Figure 1. Wires at chosen ports, followed through buffers (run 1).
Drawn at 12 px/um.
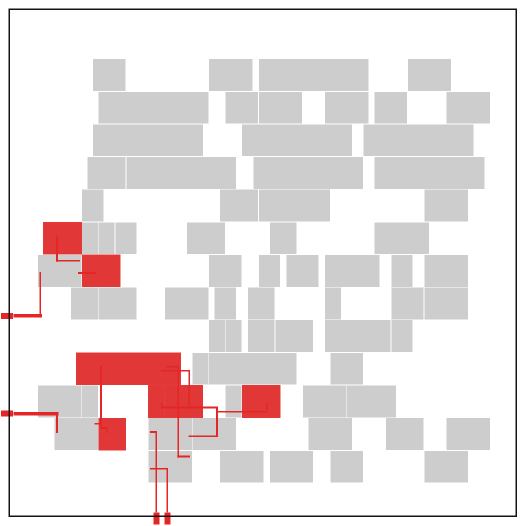
Figure 2. Signal wires by layer (run 1).
Drawn at 10 px/um. Two of the layers only.
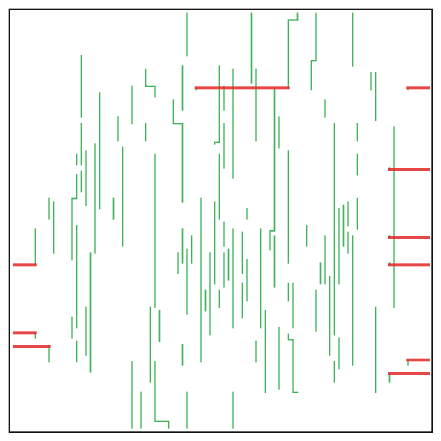
Figure 3. Cell outlines without signal wires (run 1).
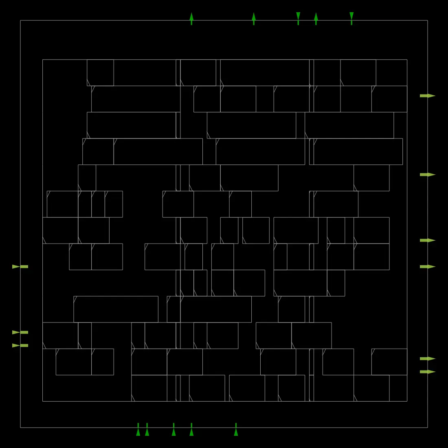
==> config.mk <==
export PLATFORM = sky130hd
export DESIGN_NAME = gray_counter
export DESIGN_NICKNAME = d
export VERILOG_FILES = /design/src/rtl/gray_counter.sv
export SDC_FILE = /design/constraint.sdc
export NUM_CORES = 1
export LEC_CHECK = 0
export CORE_MARGIN = 2
export CORE_UTILIZATION = 40
export DETAILED_ROUTE_END_ITERATION = 12
export PLACE_DENSITY_LB_ADDON = 0.15
export SETUP_SLACK_MARGIN = 0.02
export SLEW_MARGIN = 20
export SYNTH_ARGS = -nofsm -noshare
export SYNTH_HDL_FRONTEND = slang
export SYNTH_SLANG_ARGS = --single-unit
export TNS_END_PERCENT = 5
==> constraint.sdc <==
create_clock -name clk -period 4.3 [get_ports clk]
set_input_delay 0.645 -clock clk [delete_from_list [all_inputs] [get_ports clk]]
set_output_delay 0.645 -clock clk [all_outputs]
set_load 0.05 [all_outputs]
==> out/summary.txt, run 1 <==
Outcome -> finished clean
Synthesized instance count -> 56
Die Span Y -> 42.14 um
Non-clock inverters -> 3
Post-Synth XOR/XNOR Area -> 17.42%
Antenna cell count -> 0
Top FF cell, synth -> dfrtp_1
Slew HR -> 67.17%
RSZ-0062 raised after global routing -> no
Multi-input gates -> 42
P_leak -> 0.3285 nW
# clock sinks -> 8
Inst Count DP -> 86
Sequential power share -> 30.1%
FF-to-FF setup slack -> 2.48 ns
Worst-margin pin slew -> 0.4909 ns
Startpoint type of the worst setup path -> input port
Adder Share, Synth -> 7.742%
Worst Hold Slack -> 0.6612 ns
Biggest consumer -> combinational logic
Post-Route Utilization -> 58.72%
Max cap viols -> 0
Cell type with the largest total area -> dfrtp_1
Chip width -> 42.14 um
Worst slack, placed -> 1.571 ns
Flop area -> 200.2 sq um
Post-synth area hogs -> dfrtp_1, xor2_1, xnor2_1
CTS root buf -> clkbuf_4
Logic area -> 350.3 sq um
Setup-failing EPs final -> 0
Sw Share -> 43.60%
Combinational power -> 0.000198 W
Grt ovf -> 0
Max IR drop VDD -> 0.0002797 V
Die area -> 1776 sq um
Most frequent cell after synthesis -> dfrtp_1
Reg clk slew, reported paths -> 0.05 ns
Tool warnings -> 26
Final Max Tran Viols -> 0
Syn Area/Cell -> 10.39 sq um
Post-route cell area -> 783.3 sq um
Layout cells sized above 1 -> 8.108%
Final setup TNS -> 0 ns
Clk network pwr share -> 14.9%
About Figure 1:
[red] d | direction: input | edge: 2 west, 2 south | end cells: 7 | wire: 63.4 um
port bufs: 18
io pins: 19

About Figure 2:
[red] metal 3 | wire length: 36.6 um
[green] metal 2 | wire length: 535 um
via count: 462
global-route usage over all layers: 14.56%
wire per inst: 12.02 um
final wirelength: 1070 um

About Figure 3:
Rows: 13
Flop Count: 8
Tapcells: 15
core area: 1334 sq um
sequential share of cell area: 25.56%

run 1: cell families (layout without fill, tap and decap cells):
kind of cell | after synthesis | count (layout)
simple gates | 18 | 18
compound gates | 11 | 11
mux | 1 | 1
buf+inv | 6 | 24
xor+xnor | 9 | 9
fa+ha+maj | 3 | 3
flops | 8 | 8
run 1: worst max-delay path, delay by kind of cell:
family,cells,cell delay (ns)
xor+xnor,1,0.15
compound gates,2,0.26
fa+ha+maj,1,0.38
simple gates,1,0.41
buf+inv,2,0.73
run 1: layer usage:
metal	track usage, %	vias up	share of wire [%]
met3	6.466	0	3.4
met4	3.750	0	0
met1	16.71	217	47
met5	0	-	0
met2	24.69	11	50
li1	-	234	-
Figure 4. Sequential cells grouped by signal name (run 1).
Drawn at 12 px/um. Other sequential cells in the stronger grey, the rest of the logic in the fainter grey.
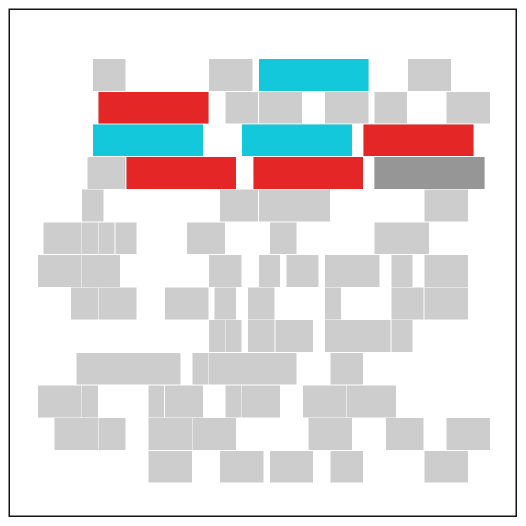

## Run 2: what changed since run 1
CORE_UTILIZATION = 39   (was 40)
clock period = 2 ns   (was 4.3 ns; I/O delays follow)
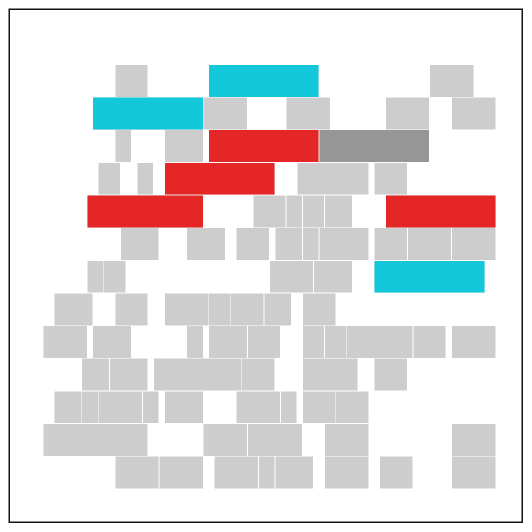
Figure 5: run 2, sequential cells grouped by signal name.
Drawn at 12 px/um. Other sequential cells in the stronger grey, the rest of the logic in the fainter grey.
[red] bin | sequential cells: 4
[cyan] gray | sequential cells: 3
not coloured: 1
Flop area: 201.4 sq um
Seq power: 0.000235 W
Post-Route Utilization: 62.28%

==> out/summary.txt, run 2 <==
Cell type with the largest total area -> dfrtp_1
# clock sinks -> 8
Final setup TNS -> 0 ns
Combinational power -> 0.000450 W
Buf/Inv on CP -> 1
Die Span Y -> 42.63 um
Biggest consumer -> combinational logic
Outcome -> finished clean
Final Max Tran Viols -> 0
Via count -> 493
Io pins -> 19
Logic area -> 350.3 sq um
Synthesized instance count -> 56
Worst Hold Slack -> 0.3128 ns
Layout cells sized above 1 -> 17.07%
Startpoint type of the worst setup path -> flop
Inst Count DP -> 93
Clk network pwr share -> 16.1%
Setup-failing EPs final -> 0
P_leak -> 0.3624 nW
Reg clk slew, reported paths -> 0.06 ns
FF-to-FF setup slack -> 0.22 ns
Post-synth regs -> 8
Core area -> 1350 sq um
Tool warnings -> 26
Max cap viols -> 0
Antenna cell count -> 0
Max IR drop VDD -> 0.0004812 V
Global-route usage over all layers -> 17.08%
Sequential power share -> 28.8%
Syn Area/Cell -> 10.39 sq um
Grt ovf -> 0
Post-Synth XOR/XNOR Area -> 17.42%
RSZ-0062 raised after global routing -> no
Slew HR -> 66.39%
Post-synth area hogs -> dfrtp_1, xor2_1, xnor2_1
Worst path depth -> 1
Die area -> 1817 sq um
Wire per inst -> 12.58 um
CP top delay family -> buffers and inverters
Port bufs -> 18
==> run 2: netlist changes by cell type in the layout (fill, tap and decap cells not counted) <==
cell,before,now
dfrtp_1,8,7
buf_4,0,7
clkbuf_1,0,1
dfrtp_2,0,1
==> run 2: layer usage <==
metal,up-vias,global-route usage (%),routed length [um]
li1,251,-,-
met3,2,6.466,44
met1,226,19.09,542
met2,14,28.48,619
met5,-,0,0
met4,0,7.500,14
==> run 2: cell type report <==
class	count	share of cell area, %
Tap cell	15	2.232
Multi-Input combinational cell	42	41.67
Sequential cell	8	23.96
Inverter	3	1.339
Clock buffer	4	3.125
Timing Repair Buffer	25	27.68
Power is estimated from default activity; no workload was simulated.
